Run 1, placement density heat map:
Drawn at 2 px/µm. The die is cut into 11 by 19 equal tiles; white is low, dark blue is high, 0 to 100% covered.
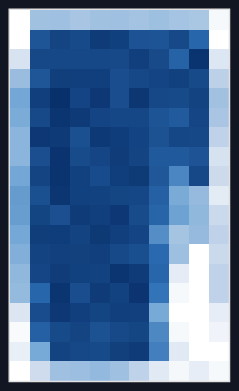
Run 1, M4 wires:
Drawn at 3 px/µm.
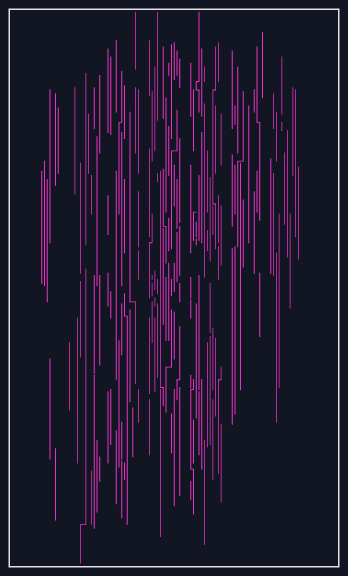
Run 1, congestion heat map:
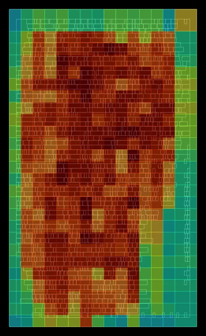
--- config.mk ---
export PLATFORM = sky130hd
export DESIGN_NAME = pipe_ctl_flat
export DESIGN_NICKNAME = d
export VERILOG_FILES = /design/src/rtl/pipe_ctl_if.sv /design/src/rtl/pipe_ctl.sv /design/src/flat_wrapper.sv
export SDC_FILE = /design/constraint.sdc
export NUM_CORES = 1
export LEC_CHECK = 0
export ABC_AREA = 1
export CORE_ASPECT_RATIO = 1.75
export CORE_MARGIN = 4
export CORE_UTILIZATION = 47
export DETAILED_ROUTE_END_ITERATION = 12
export HOLD_SLACK_MARGIN = 0.15
export PLACE_DENSITY = 0.78
export SLEW_MARGIN = 20
export SYNTH_ARGS = -nofsm -noshare
export SYNTH_HDL_FRONTEND = slang
export SYNTH_SLANG_ARGS = --single-unit
--- constraint.sdc ---
create_clock -name iw_clk -period 1.5 [get_ports iw_clk]
set_input_delay 0.15 -clock iw_clk [delete_from_list [all_inputs] [get_ports iw_clk]]
set_output_delay 0.15 -clock iw_clk [all_outputs]
set_load 0.02 [all_outputs]
--- src/rtl/pipe_ctl_if.sv ---
`default_nettype none
// ============================================================================
// Module   : pipe_ctl_if
// Brief    : Handshake bundle between the EX/ID/MA result producers and the
//            pipeline sequencer (branch/halt/hazard in, flush/stall/PC out).
// Revision : 1.0 - initial release
// ============================================================================
interface pipe_ctl_if #(
    parameter int FE_DEPTH = 4
);
    logic                iw_branch_taken;
    logic [47:0]         iw_branch_pc;
    logic                iw_halt;
    logic                iw_resume;
    logic                iw_hzd_stall;
    logic                iw_mem_busy;
    logic                ow_pc_redirect;
    logic [47:0]         ow_redirect_pc;
    logic [FE_DEPTH-1:0] ow_flush_fe;
    logic                ow_flush_ex;
    logic [FE_DEPTH-1:0] ow_stall_fe;
    logic                ow_stall_ex;
    logic                ow_halted;
    logic [31:0]         ow_perf_redir;
    logic [31:0]         ow_perf_stall;

    // Producer side: stage results and hazard flags, observes control.
    modport master (
        output iw_branch_taken, iw_branch_pc, iw_halt, iw_resume,
               iw_hzd_stall, iw_mem_busy,
        input  ow_pc_redirect, ow_redirect_pc, ow_flush_fe, ow_flush_ex,
               ow_stall_fe, ow_stall_ex, ow_halted, ow_perf_redir, ow_perf_stall
    );

    // Sequencer side.
    modport slave (
        input  iw_branch_taken, iw_branch_pc, iw_halt, iw_resume,
               iw_hzd_stall, iw_mem_busy,
        output ow_pc_redirect, ow_redirect_pc, ow_flush_fe, ow_flush_ex,
               ow_stall_fe, ow_stall_ex, ow_halted, ow_perf_redir, ow_perf_stall
    );
endinterface
`default_nettype wire

--- src/rtl/pipe_ctl.sv ---
`default_nettype none
// ============================================================================
// Module   : pipe_ctl
// Brief    : Pipeline sequencer for the amber core. Turns EX branch/halt
//            results and ID/MA hazard flags into registered PC redirect,
//            per-stage flush/stall and the halt/resume sequence.
//            Optional macro PIPECTL_PERF_EN builds saturating redirect and
//            stall-cycle counters; otherwise the perf outputs read 0.
// Revision : 1.0 - initial release
// ============================================================================
module pipe_ctl #(
    parameter int          FE_DEPTH   = 4,
    parameter logic [47:0] RESUME_INC = 48'd1
) (
    input wire logic iw_clk,
    input wire logic iw_rst,
    pipe_ctl_if.slave bus
);
    typedef enum logic [1:0] {
        ST_RUN    = 2'd0,
        ST_REDIR  = 2'd1,
        ST_HALT   = 2'd2,
        ST_RESUME = 2'd3
    } state_t;

    localparam logic [FE_DEPTH-1:0] c_FE_ALL = '1;
    // Hazard freezes IA, IF and ID only; XT drains into the EX bubble.
    localparam logic [FE_DEPTH-1:0] c_FE_HZD = FE_DEPTH'(3'b111);

    state_t              r_state, w_state_nxt;
    logic                r_pend, w_pend_nxt;
    logic                r_pend_halt, w_pend_halt_nxt;
    logic [47:0]         r_pend_pc, w_pend_pc_nxt;
    logic [47:0]         r_save_pc, w_save_pc_nxt;
    logic                r_redirect, w_redirect_nxt;
    logic [47:0]         r_redirect_pc, w_redirect_pc_nxt;
    logic [FE_DEPTH-1:0] r_flush_fe, w_flush_fe_nxt;
    logic                r_flush_ex, w_flush_ex_nxt;
    logic [FE_DEPTH-1:0] r_stall_fe, w_stall_fe_nxt;
    logic                r_stall_ex, w_stall_ex_nxt;
    logic                r_halted, w_halted_nxt;

    // A branch parked during a memory wait is older than anything live, so it wins.
    logic        w_br;
    logic        w_br_halt;
    logic [47:0] w_br_pc;
    assign w_br      = r_pend | bus.iw_branch_taken;
    assign w_br_halt = r_pend ? r_pend_halt : bus.iw_halt;
    assign w_br_pc   = r_pend ? r_pend_pc   : bus.iw_branch_pc;

    // Next-state and next-output decode; every output is registered below.
    always_comb begin
        w_state_nxt       = r_state;
        w_pend_nxt        = r_pend;
        w_pend_halt_nxt   = r_pend_halt;
        w_pend_pc_nxt     = r_pend_pc;
        w_save_pc_nxt     = r_save_pc;
        w_redirect_nxt    = 1'b0;
        w_redirect_pc_nxt = r_redirect_pc;
        w_flush_fe_nxt    = '0;
        w_flush_ex_nxt    = 1'b0;
        w_stall_fe_nxt    = '0;
        w_stall_ex_nxt    = 1'b0;
        w_halted_nxt      = 1'b0;
        if (bus.iw_mem_busy) begin
            // Freeze everything; halted keeps its current meaning.
            w_stall_fe_nxt = c_FE_ALL;
            w_stall_ex_nxt = 1'b1;
            w_halted_nxt   = r_halted;
            if (r_state == ST_RUN && bus.iw_branch_taken && !r_pend) begin
                w_pend_nxt      = 1'b1;
                w_pend_halt_nxt = bus.iw_halt;
                w_pend_pc_nxt   = bus.iw_branch_pc;
            end
        end else begin
            case (r_state)
                ST_RUN: begin
                    w_pend_nxt = 1'b0;
                    if (w_br) begin
                        w_flush_fe_nxt = c_FE_ALL;
                        w_flush_ex_nxt = 1'b1;
                        if (w_br_halt) begin
                            w_save_pc_nxt = w_br_pc;
                            w_halted_nxt  = 1'b1;
                            w_state_nxt   = ST_HALT;
                        end else begin
                            w_redirect_nxt    = 1'b1;
                            w_redirect_pc_nxt = w_br_pc;
                            w_state_nxt       = ST_REDIR;
                        end
                    end else if (bus.iw_hzd_stall) begin
                        w_stall_fe_nxt = c_FE_HZD;
                        w_flush_ex_nxt = 1'b1;
                    end
                end
                ST_REDIR: begin
                    // Wrong-path shadow: whatever EX reports now is discarded.
                    w_state_nxt = ST_RUN;
                end
                ST_HALT: begin
                    w_stall_fe_nxt = c_FE_ALL;
                    w_flush_ex_nxt = 1'b1;
                    w_halted_nxt   = 1'b1;
                    if (bus.iw_resume) w_state_nxt = ST_RESUME;
                end
                ST_RESUME: begin
                    w_redirect_nxt    = 1'b1;
                    w_redirect_pc_nxt = r_save_pc + RESUME_INC;
                    w_flush_fe_nxt    = c_FE_ALL;
                    w_state_nxt       = ST_REDIR;
                end
                default: w_state_nxt = ST_RUN;
            endcase
        end
    end

    // State, pending branch, saved halt PC and registered outputs.
    always_ff @(posedge iw_clk) begin
        if (iw_rst) begin
            r_state       <= ST_RUN;
            r_pend        <= 1'b0;
            r_pend_halt   <= 1'b0;
            r_pend_pc     <= '0;
            r_save_pc     <= '0;
            r_redirect    <= 1'b0;
            r_redirect_pc <= '0;
            r_flush_fe    <= '0;
            r_flush_ex    <= 1'b0;
            r_stall_fe    <= '0;
            r_stall_ex    <= 1'b0;
            r_halted      <= 1'b0;
        end else begin
            r_state       <= w_state_nxt;
            r_pend        <= w_pend_nxt;
            r_pend_halt   <= w_pend_halt_nxt;
            r_pend_pc     <= w_pend_pc_nxt;
            r_save_pc     <= w_save_pc_nxt;
            r_redirect    <= w_redirect_nxt;
            r_redirect_pc <= w_redirect_pc_nxt;
            r_flush_fe    <= w_flush_fe_nxt;
            r_flush_ex    <= w_flush_ex_nxt;
            r_stall_fe    <= w_stall_fe_nxt;
            r_stall_ex    <= w_stall_ex_nxt;
            r_halted      <= w_halted_nxt;
        end
    end

    assign bus.ow_pc_redirect = r_redirect;
    assign bus.ow_redirect_pc = r_redirect_pc;
    assign bus.ow_flush_fe    = r_flush_fe;
    assign bus.ow_flush_ex    = r_flush_ex;
    assign bus.ow_stall_fe    = r_stall_fe;
    assign bus.ow_stall_ex    = r_stall_ex;
    assign bus.ow_halted      = r_halted;

`ifdef PIPECTL_PERF_EN
    logic [31:0] r_perf_redir;
    logic [31:0] r_perf_stall;

    // Saturating event counters, tracking the registered outputs they describe.
    always_ff @(posedge iw_clk) begin
        if (iw_rst) begin
            r_perf_redir <= '0;
            r_perf_stall <= '0;
        end else begin
            if (w_redirect_nxt && r_perf_redir != 32'hFFFF_FFFF)
                r_perf_redir <= r_perf_redir + 32'd1;
            if (((|w_stall_fe_nxt) || w_stall_ex_nxt) && r_perf_stall != 32'hFFFF_FFFF)
                r_perf_stall <= r_perf_stall + 32'd1;
        end
    end

    assign bus.ow_perf_redir = r_perf_redir;
    assign bus.ow_perf_stall = r_perf_stall;
`else
    assign bus.ow_perf_redir = 32'd0;
    assign bus.ow_perf_stall = 32'd0;
`endif

endmodule
`default_nettype wire
--- src/flat_wrapper.sv ---
// flat-port wrapper written by rule: the top's interface ports become plain ports
module pipe_ctl_flat 
#(
    parameter int          FE_DEPTH   = 4,
    parameter logic [47:0] RESUME_INC = 48'd1
)
  (iw_clk, iw_rst, bus_iw_branch_taken, bus_iw_branch_pc, bus_iw_halt, bus_iw_resume, bus_iw_hzd_stall, bus_iw_mem_busy, bus_ow_pc_redirect, bus_ow_redirect_pc, bus_ow_flush_fe, bus_ow_flush_ex, bus_ow_stall_fe, bus_ow_stall_ex, bus_ow_halted, bus_ow_perf_redir, bus_ow_perf_stall);
  pipe_ctl_if #(.FE_DEPTH(FE_DEPTH)) bus_i ();
  input wire logic iw_clk;
  input wire logic iw_rst;
  input wire logic [$bits(bus_i.iw_branch_taken)-1:0] bus_iw_branch_taken;
  input wire logic [$bits(bus_i.iw_branch_pc)-1:0] bus_iw_branch_pc;
  input wire logic [$bits(bus_i.iw_halt)-1:0] bus_iw_halt;
  input wire logic [$bits(bus_i.iw_resume)-1:0] bus_iw_resume;
  input wire logic [$bits(bus_i.iw_hzd_stall)-1:0] bus_iw_hzd_stall;
  input wire logic [$bits(bus_i.iw_mem_busy)-1:0] bus_iw_mem_busy;
  output wire logic [$bits(bus_i.ow_pc_redirect)-1:0] bus_ow_pc_redirect;
  output wire logic [$bits(bus_i.ow_redirect_pc)-1:0] bus_ow_redirect_pc;
  output wire logic [$bits(bus_i.ow_flush_fe)-1:0] bus_ow_flush_fe;
  output wire logic [$bits(bus_i.ow_flush_ex)-1:0] bus_ow_flush_ex;
  output wire logic [$bits(bus_i.ow_stall_fe)-1:0] bus_ow_stall_fe;
  output wire logic [$bits(bus_i.ow_stall_ex)-1:0] bus_ow_stall_ex;
  output wire logic [$bits(bus_i.ow_halted)-1:0] bus_ow_halted;
  output wire logic [$bits(bus_i.ow_perf_redir)-1:0] bus_ow_perf_redir;
  output wire logic [$bits(bus_i.ow_perf_stall)-1:0] bus_ow_perf_stall;
  assign bus_i.iw_branch_taken = bus_iw_branch_taken;
  assign bus_i.iw_branch_pc = bus_iw_branch_pc;
  assign bus_i.iw_halt = bus_iw_halt;
  assign bus_i.iw_resume = bus_iw_resume;
  assign bus_i.iw_hzd_stall = bus_iw_hzd_stall;
  assign bus_i.iw_mem_busy = bus_iw_mem_busy;
  assign bus_ow_pc_redirect = bus_i.ow_pc_redirect;
  assign bus_ow_redirect_pc = bus_i.ow_redirect_pc;
  assign bus_ow_flush_fe = bus_i.ow_flush_fe;
  assign bus_ow_flush_ex = bus_i.ow_flush_ex;
  assign bus_ow_stall_fe = bus_i.ow_stall_fe;
  assign bus_ow_stall_ex = bus_i.ow_stall_ex;
  assign bus_ow_halted = bus_i.ow_halted;
  assign bus_ow_perf_redir = bus_i.ow_perf_redir;
  assign bus_ow_perf_stall = bus_i.ow_perf_stall;
  pipe_ctl #(.FE_DEPTH(FE_DEPTH), .RESUME_INC(RESUME_INC)) u_core (.iw_clk(iw_clk), .iw_rst(iw_rst), .bus(bus_i));
endmodule
==> run notes, run 1 <==
• 5.943 nW — cell leakage power
• nand2_1 — most frequently placed logic cell in the final layout
• 1683 — Placed Instances
• nand2_1, buf_4, dfxtp_1 — commonest cells after routing, fill and taps aside
• 0 — max-slew violation count
• 147 — final setup violation count
• 64 — Core Rows
• -0.6709 ns — Worst Slack Setup Final
• 1255 — ys cells
• 1.80 ns — Data required, critical path
• 0 — count of flip-flops with a built-in enable after synthesis
• 9 — worst-case reg-to-reg path depth
• 4 — CTS H-tree depth
• 36.74% — sequential-to-total area share from yosys stat
• 26.06% — Non-clock buffering overhead
• reg2reg — Setup CP Type
• 0.00458 W — power dissipated in the clock network
• 0.5925% — adder-cell area share of the yosys netlist
• 185.3 µm — die height
• 13.51 mm — detailed-routing wirelength on met1
• 0.00493 W — total sequential power
• 35.1% — sequential share of power
• 0.46 ns — Insertion Delay late pin
• u_core.bus.ow_redirect_pc[22] — Worst setup endpoint
• 0% — share of flip-flops with an asynchronous set or reset after synthesis
• registers — heaviest power group
• setup timing — violated checks
• 25.80% — simple-gate share of the synthesized area
• 2.47 ns — crit path DAT
• 0 — Final ANT Viol Nets
• 144.7% — post-route fraction of the period consumed by the critical path
• 1322 — Initial DRC Count
• 0.08 ns — clock-pin slew reported for the worst setup and hold paths after clock tree synthesis
• 48.96 mm — global-route wire length before repair
• complete, but fails checks — status
• 155 — number of flip-flops and latches in the synthesized netlist
• 0.8578 ns — transition time of the tightest slew-check pin
• clkbuf_16 — CTS root buffer
• 1595 — Net count, final
Back to the opening pictures, 'placement density heat map':
emptiest ninth of the die	lower right
fullest tile	100%
tiles over 75% full	61%
nearly empty tiles	5.7%
Floorplan Core Area: 17620 µm²
fp_density: 47.95%
Final Core Density: 78.53%

Back to the opening pictures, 'M4 wires':
wire length on this layer	4670 µm
longest straight run	85.1 µm
share of all routed wire	11%
main direction	vertical
nets with wire on the layer	151
wire length reported by the detailed router: 42.49 mm
total via count in the routed design: 10950

Back to the opening pictures, 'congestion heat map':
busiest layer in global routing: met2
routing usage on met1: 33.94%
GRT met3 Usage: 5.441%
global-route track usage on met2: 54.00%
mean routed wirelength per cell: 23.87 µm

run 1: stage by stage:
step | instance area (µm²) | hold WS, ns | setup TNS (ns)
global route | 13830 | 0.3291 | -38.68
global placement | 10640 | 0.4505 | -18.87
finish | 13830 | 0.3054 | -32.48
CTS | 12230 | 0.3107 | -11.16
detailed placement | 10640 | 0.4542 | -23.91
floorplan | 8690 | 0.2849 | 0
run 1: sequential cells by signal, summed over array words and instances (netlist names), 2 cells and up:
signal / flops
u_core.r_save_pc: 48
u_core.r_pend_pc: 48
u_core.bus.ow_redirect_pc: 48
u_core.bus.ow_stall_fe: 2
u_core.r_state: 2
run 1: worst min-delay path, stage by stage:
cell	delay, ns
clkdlybuf4s50_1	0.42
nor2_1	0.11
nor2_1	0.05
==> run 2: changes to the inputs <==
CORE_UTILIZATION = 58   (was 47)
DONT_BUFFER_PORTS = 1   (was not set)
PLACE_DENSITY = 0.76   (was 0.78)
SETUP_SLACK_MARGIN = 0.02   (was not set)
==> run 2 against run 1 <==
Against the previous run:
- area after synthesis unchanged
- synthesized cell count is the same
- the flow now stops in global routing
==> run notes, run 2 <==
• register input — Worst End Pin Type
• 36.74% — sequential-to-total area share from yosys stat
• 62.35% — Tot GR Track Use
• 0 — number of I/O port buffers
• 99.23 µm — DIE WIDTH
• 1498 — Placed Instances
• 167.6 µm — die height
• 1255 — ys cells
• dfxtp_1 — cell accounting for the most synthesized area
• 1.046 — weighted congestion reported at the end of routability-driven placement
• nand2_1 — most frequently used cell type in the post-synthesis netlist
• 155 — number of flip-flops and latches in the synthesized netlist
• 19.24 mm — detailed-placement wirelength estimate
• 58 — Core Rows
• 0 — count of flip-flops with a built-in enable after synthesis
• 6.731 µm² — synthesized area per cell
• nand2_1, nor2_1, dfxtp_1 — Post-synth top cells
• 179 — I/O pin cnt
• u_core.bus.ow_redirect_pc[42]$_SDFFE_PP0P_/D — critical endpoint after global-route timing repair
• 49 — pin count of the biggest net entering global routing
• 17 — number of CTS-inserted buffers
• 4 — CTS H-tree depth
• 0% — share of flip-flops with an asynchronous set or reset after synthesis
• 34 — count of distinct cell types in the synthesized netlist
• global routing — failing step
• 58.79% — fp_density
• [ERROR GRT-0232] Routing congestion too high. Check the congestion heatmap in the GUI. — first error
• 36.74% — Dominant cell area share
• dfxtp_1 — main flop type after synthesis
• dfxtp_1, nand2_1, o21ai_0, a21oi_1, nor2_1 — Area contributors post-synth
• clkbuf_16 — CTS root buffer
• did not finish — status
• 8447 µm² — YS chip area
• 8447 µm² — Synth Cell Area
• 155 — clk sinks
• 0 — Yosys Warn Count
• 9296 µm² — area of placed instances
• 4 — total congestion overflow after global routing
[run 2: repair_timing]
item	4_1_cts
hold endpoints to repair	133
resized	177
pin swaps	20
hold buffers	56
gates cloned	10
buffers inserted	8
setup endpoints to repair	143
[run 2: cells by family after synthesis]
family / count (synthesis) / share of synthesized area (%)
compound gates: 302 / 18.66
xor+xnor: 22 / 2.281
fa+ha+maj: 4 / 0.5925
buf+inv: 233 / 14.10
flops: 155 / 36.74
mux: 15 / 1.777
other cells: 1 / 0.04440
simple gates: 523 / 25.80
[run 2: per-layer routing]
layer  GRT overflow  GRT usage (%)
met1              0          62.63
met2              3          83.14
met3              0          39.81
met4              1          61.65
met5              0          10.46
==> run 3: changes to the inputs <==
CORE_ASPECT_RATIO = not set   (was 1.75)
CORE_UTILIZATION = 40   (was 58)
HOLD_SLACK_MARGIN = not set   (was 0.15)
PLACE_DENSITY = not set   (was 0.76)
PLACE_DENSITY_LB_ADDON = 0.15   (was not set)
SETUP_SLACK_MARGIN = not set   (was 0.02)
clock period = 1.95 ns   (was 1.5 ns; I/O delays follow)
==> run 3 against run 2 <==
Against the previous run:
- the run now ends clean
- synthesized cell count unchanged
- area after synthesis is the same
==> run notes, run 3 <==
• completed — status
• 0 — Final ANT Viol Nets
• 0 — total congestion overflow after global routing
• 1255 — ys cells
• 0.8091 ns — transition time of the tightest slew-check pin
• 25.80% — simple-gate share of the synthesized area
• 10 — worst-case reg-to-reg path depth
• 16.96 µm — mean routed wirelength per cell
• 0 ns — Fin Setup TNS
• clkbuf_16 — CTS root buffer
• 3.709 nW — cell leakage power
• 155 — number of flip-flops and latches in the synthesized netlist
• nand2_1 — most frequently used cell type in the post-synthesis netlist
• u_core.bus.ow_redirect_pc[32] — Worst setup endpoint
• 18.66% — Post-Synth AOI/OAI Area
• 0 — number of I/O port buffers
• 0 — final setup violation count
• dfxtp_1, nand2_1, o21ai_0, a21oi_1, nor2_1 — Area contributors post-synth
• nand2_1, nor2_1, dfxtp_1 — commonest cells after routing, fill and taps aside
• nand2_1 — most frequently placed logic cell in the final layout
• 0 — cell resize tally after clock tree synthesis
• 52 — Core Rows
• 8534 µm² — area of placed instances
• 2.26 ns — Data required, critical path
• nand2_1, nor2_1, dfxtp_1 — Post-synth top cells
• 9.097% — Non-clock buffering overhead
-- run 3: cell counts after synthesis --
Identical to the previous run, type by type.
-- run 3: critical path: stages (launching register included) --
cell	delay [ns]
dfxtp_1	0.35
ha_1	0.22
nand2_1	0.11
nor2_4	0.19
nand2_1	0.14
nor2_2	0.25
nand2_1	0.08
nand2_1	0.06
nand3_1	0.13
nand3_1	0.11
a21oi_1	0.06
-- run 3: cells by family (layout without fill, tap and decap cells) --
family,Yosys count,after routing
and+or+nand+nor,523,523
AOI/OAI and AO/OA,302,302
buffers and inverters,233,212
DFF,155,155
xor gates and xnor gates,22,22
muxes,15,15
adders and majority gates,4,4
other,1,64
-- run 3: power breakdown --
group	switching (W)	leakage (nW)	internal [W]
Combinational	0.00102	2.17	0.000551
Sequential	0.000443	1.27	0.00350
Clock	0.00153	0.271	0.00172
Run 3, M4 wires:
Drawn at 2 px/µm.
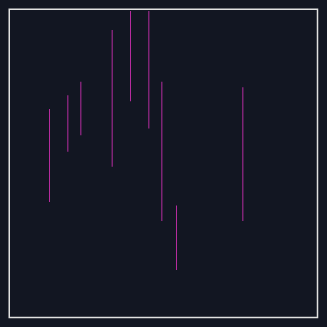
longest straight run	69.4 µm
main direction	vertical
wire length on this layer	440 µm
nets with wire on the layer	8
share of all routed wire	1.7%
wire length reported by the detailed router: 26.57 mm
total via count in the routed design: 8060

Run 3, PDN straps and rails:
Drawn at 3 px/µm. Pins as bars on the die edge.
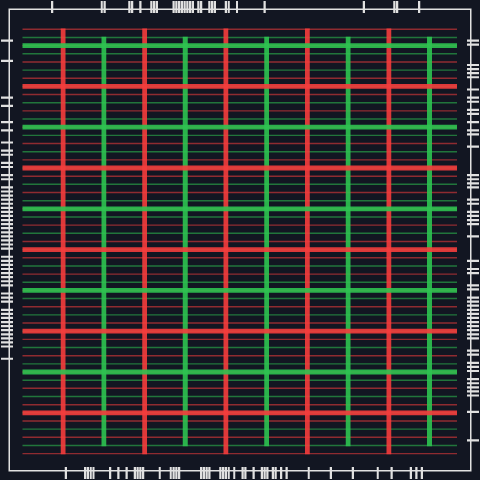
colour	net
green	VDD
red	VSS
met1 rails	53
met4 straps	10
signal pins	179
rows	52
DIE WIDTH: 153.3 µm
worst vdd rail ir drop: 0.5861 mV

Run 3, placement density heat map:
Drawn at 2 px/µm. The die is cut into 15 by 15 equal tiles; white is low, dark blue is high, 0 to 100% covered.
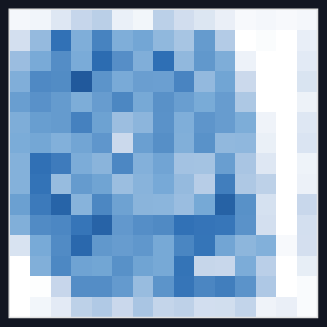
nearly empty tiles	8.9%
emptiest ninth of the die	upper right
mean over tiles	40%
fullest tile	83%
tiles over 75% full	2.7%
Final Core Density: 47.31%
Floorplan Core Area: 20490 µm²
fp_density: 41.21%

Power is estimated from default activity; no workload was simulated.
